$ cat config.mk
export PLATFORM = sky130hd
export DESIGN_NAME = mult32_seq
export DESIGN_NICKNAME = d
export VERILOG_FILES = /design/src/rtl/mult32_seq.sv
export SDC_FILE = /design/constraint.sdc
export NUM_CORES = 1
export LEC_CHECK = 0
export CAP_MARGIN = 20
export CORE_UTILIZATION = 29
export DETAILED_ROUTE_END_ITERATION = 8
export HOLD_SLACK_MARGIN = 0.06
export MAX_ROUTING_LAYER = met4
export SYNTH_ARGS = -nofsm -noshare
export SYNTH_HDL_FRONTEND = slang
export SYNTH_SLANG_ARGS = --single-unit
$ cat constraint.sdc
create_clock -name CLK -period 4.65 [get_ports CLK]
set_input_delay 1.395 -clock CLK [delete_from_list [all_inputs] [get_ports CLK]]
set_output_delay 1.395 -clock CLK [all_outputs]
set_load 0.02 [all_outputs]
$ cat src/rtl/mult32_seq.sv
// Sequential 32x32 signed multiplier: sign-magnitude shift-and-add over 32 cycles,
// then one cycle to restore the product sign and publish HI/LO.

// Two's-complement (negation) stage, shared by operand magnitude and result sign fix.
module mult32_tc #(
  parameter int W = 32
) (
  input  logic [W-1:0] x,
  output logic [W-1:0] y
);
  assign y = ~x + {{(W-1){1'b0}}, 1'b1};
endmodule

module mult32_seq (
  input  logic        CLK,
  input  logic        RESET,
  input  logic        START,
  input  logic [31:0] A,
  input  logic [31:0] B,
  output logic        BUSY,
  output logic        DONE,
  output logic [31:0] HI,
  output logic [31:0] LO
);

  typedef enum logic [1:0] {
    S_IDLE,
    S_RUN,
    S_FIX
  } state_t;

  state_t      state;
  state_t      state_nxt;

  logic [31:0] mag_a;
  logic [31:0] mag_b;
  logic        neg;
  logic [63:0] acc;
  logic [4:0]  cnt;

  logic [31:0] neg_a;
  logic [31:0] neg_b;
  logic [63:0] acc_neg;
  logic [32:0] sum;

  logic        done_q;
  logic [31:0] hi_q;
  logic [31:0] lo_q;

  mult32_tc #(.W(32)) u_tc_a   (.x(A),   .y(neg_a));
  mult32_tc #(.W(32)) u_tc_b   (.x(B),   .y(neg_b));
  mult32_tc #(.W(64)) u_tc_acc (.x(acc), .y(acc_neg));

  // Carry out of the upper half is kept and shifted back into acc[63].
  assign sum = {1'b0, acc[63:32]} + (mag_b[0] ? {1'b0, mag_a} : 33'd0);

  // NOTE: sequential state uses non-blocking assignments so every register
  // samples pre-edge values, independent of statement order.
  always_ff @(posedge CLK or negedge RESET) begin
    if (!RESET) state <= S_IDLE;
    else        state <= state_nxt;
  end

  // NOTE: state_nxt gets a default before the case so no path leaves it
  // unassigned, which would otherwise infer a latch.
  always_comb begin
    state_nxt = state;
    unique case (state)
      S_IDLE:  if (START) state_nxt = S_RUN;
      S_RUN:   if (cnt == 5'd31) state_nxt = S_FIX;
      S_FIX:   state_nxt = S_IDLE;
      default: state_nxt = S_IDLE;
    endcase
  end

  always_ff @(posedge CLK or negedge RESET) begin
    if (!RESET) begin
      mag_a  <= '0;
      mag_b  <= '0;
      neg    <= 1'b0;
      acc    <= '0;
      cnt    <= '0;
      done_q <= 1'b0;
      hi_q   <= '0;
      lo_q   <= '0;
    end else begin
      done_q <= 1'b0;
      unique case (state)
        S_IDLE: begin
          if (START) begin
            mag_a <= A[31] ? neg_a : A;
            mag_b <= B[31] ? neg_b : B;
            neg   <= A[31] ^ B[31];
            acc   <= '0;
            cnt   <= '0;
          end
        end
        S_RUN: begin
          acc   <= {sum, acc[31:1]};
          mag_b <= {acc[0], mag_b[31:1]};
          cnt   <= cnt + 5'd1;
        end
        S_FIX: begin
          {hi_q, lo_q} <= neg ? acc_neg : acc;
          done_q       <= 1'b1;
        end
        default: ;
      endcase
    end
  end

  assign BUSY = (state != S_IDLE);
  assign DONE = done_q;
  assign HI   = hi_q;
  assign LO   = lo_q;

endmodule
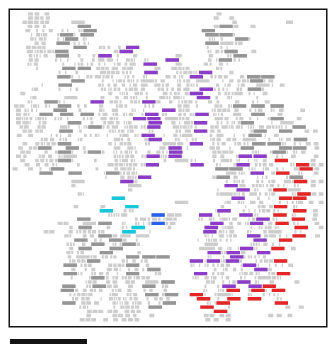
Fig. 1. Sequential cells grouped by signal name.
The bar under the picture is 50 µm long.
Key: blue = state [flops 2]; red = LO [flops 32]; purple = acc [flops 64]; cyan = cnt [flops 5]
Another 98 sequential cells are not coloured.

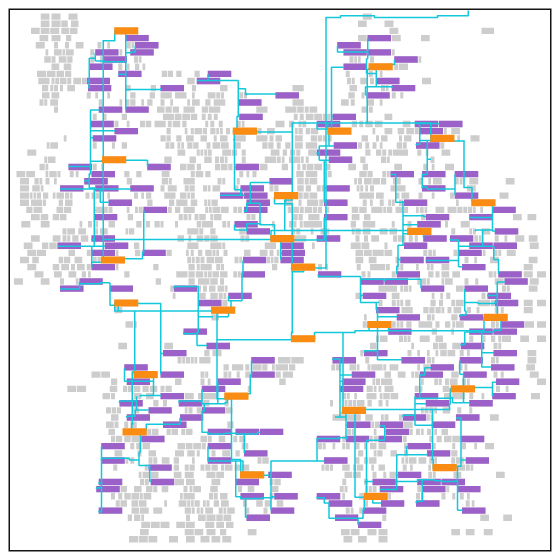
Fig. 2. Clock distribution.
Key: cyan = clock wires [length 2980 µm]; purple = flip-flops [count 201]; orange = cells driving clock nets [count 25]
There are 26 routed clock nets.

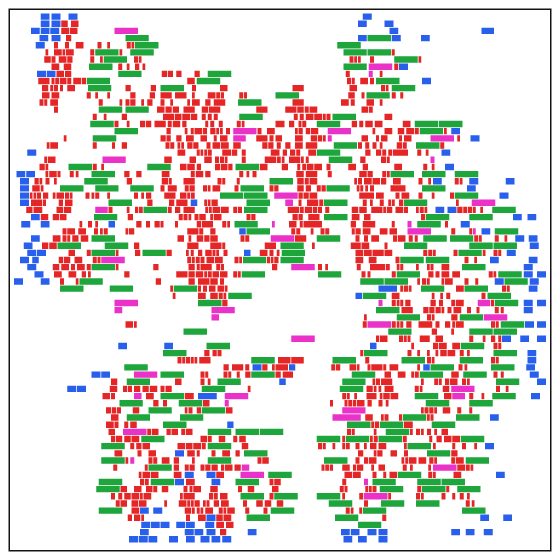
Fig. 3. Placed cells, one colour a class.
Key: green = flip-flops [cells 201]; blue = other buffers and delay cells [cells 145]; red = all other logic [cells 1091]; magenta = clock drivers and dummy loads [cells 45]

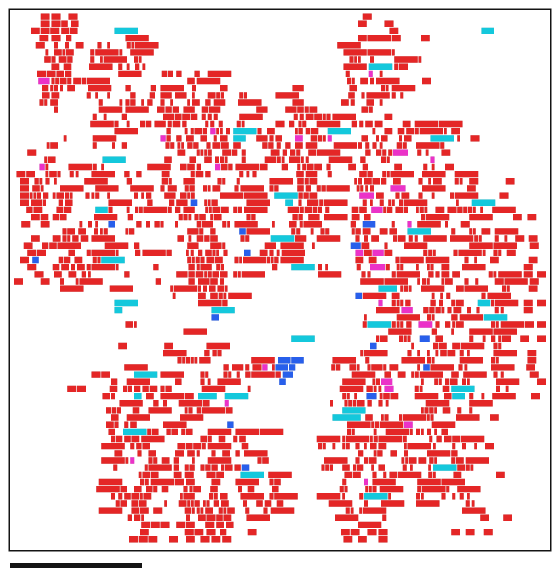
Fig. 4. Sizing map.
The bar under the picture is 50 µm long.
Key: blue = drive 3 to 4 [cells 21, share 1.4%]; cyan = drive 6 and up [cells 36, share 2.4%]; red = drive 1 or less [cells 1398, share 94%]; magenta = drive 2 [cells 27, share 1.8%]

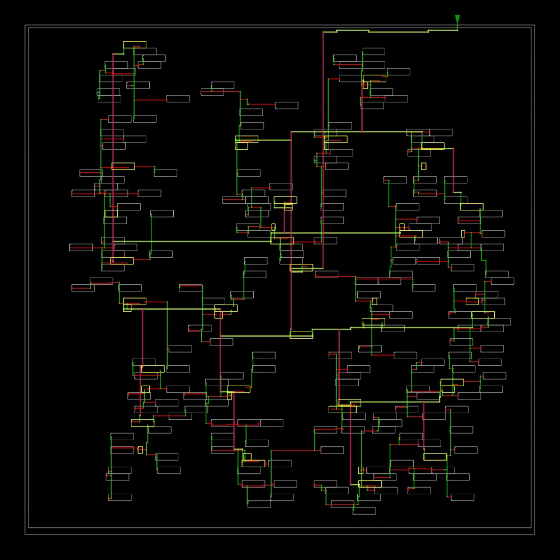
Fig. 5. The clock network.
Skew-Pair Late Insertion Delay: 0.53 ns
clk pwr: 1.88 mW
Flops: 201
# clk buffers: 31
clock sink total: 201

==> changes_impl.md <==
## Flow update

- Logic share of the area: 45.1%
- Via count: 10200
- Clock-cell share: 5.50%
- Tot GR Track Use: 16.0%
- GRT Residual Overflow: 0
- Ys Warns: 0
- Hold path depth: 2
- Vias in the first global route: 9761
- Largest net degree at the start of global routing: 82
- Reg2Reg Capture Point: acc[60]$_DFFE_PN0P_
- Share of layout cells above drive strength 1: 5.67%
- TNS Setup: 0 ns
- Register area: 5030 µm²
- Bufs on Longest Clock Path: 3
- Status: complete, no violations
- Max Freq: 263 MHz
- Commonest cells in the netlist: nand2_1 (254), o21ai_0 (231), dfrtp_1 (201), xor2_1 (121), clkbuf_1 (76)
- Layout Cells excl Fill: 2016
- Core ar.: 40700 µm²
- Final hold violations: 0
- Bufs and invs on worst path: 0
- Non-clk bufs: 145
- Worst Path Required: 5.07 ns
- Gates resized, CTS repair: 0
- Hold-fix buffer count after cts: 0
- CP Capture Type: flip-flop
- Worst Setup EP: acc[60]$_DFFE_PN0P_
- Starting Density: 29.4%
- Hold Crit Start: mag_a[6]$_DFFE_PN0P_
- Met1 GRT Util: 22.8%
- Distinct lib cells used: 67
- Max stage delay cell, worst path: dfrtp_1
- Full die area: 42100 µm²
- DRT iter0 DRCs: 644
- Top cell excl fill/tap: nand2_1
- VDD IR-drop max: 255 µV
- RSZ-0062 raised after global routing: no
- Launch point of the worst path: mag_b[0]$_DFFE_PN0P_
- Drt via density: 5.04
- Number of warnings in the stage logs: 26
- Seq share, synth: 42.0%
- Flop share of the area: 34.5%
- Non-clock buffering overhead: 9.92%
- Num CTS Buffers: 25
- Row cnt: 74
- Multi-input gates: 1074
- Clk slew on worst S/H paths: 0.06 ns
- Most frequent cell after synthesis: nand2_1
- Asr flop ratio synth: 100%
- Htree depth: 1
- Synth Register Bits: 201
- Layout area overhead: 21.9%
- Combinational Area: 6580 µm²
- Initial antenna violation count: 2
- Post-route cell area: 14600 µm²
worst min-delay path, delay by kind of cell (launching register included):
kind / cells / cell delay, ns
compound gates: 1 / 0.06
simple gates: 1 / 0.05
flops: 1 / 0.33
registers in the layout (all words and copies together), names as in the netlist:
name / count
acc: 64
HI: 32
LO: 32
mag_a: 32
mag_b: 32
cnt: 5
state: 2
DONE: 1
neg: 1
cell families (layout without fill, tap and decap cells):
group	Yosys count	after routing	share of synthesized area, %
simple gates	471	471	18.7
compound gates	414	414	20.8
flops	201	201	42.0
xor+xnor	147	147	10.8
buf+inv	103	207	3.30
fa+ha+maj	38	38	4.04
mux	4	4	0.335
other cells	0	2	0
power breakdown:
group	switching (mW)	leakage, nW	internal (mW)
logic	2.28	3.04	1.65
registers	0.770	2.57	2.37
clock network	0.768	0.406	1.11
total	3.82	6.02	5.13
Power figures rest on the tool's default switching activity, not on a simulated workload.
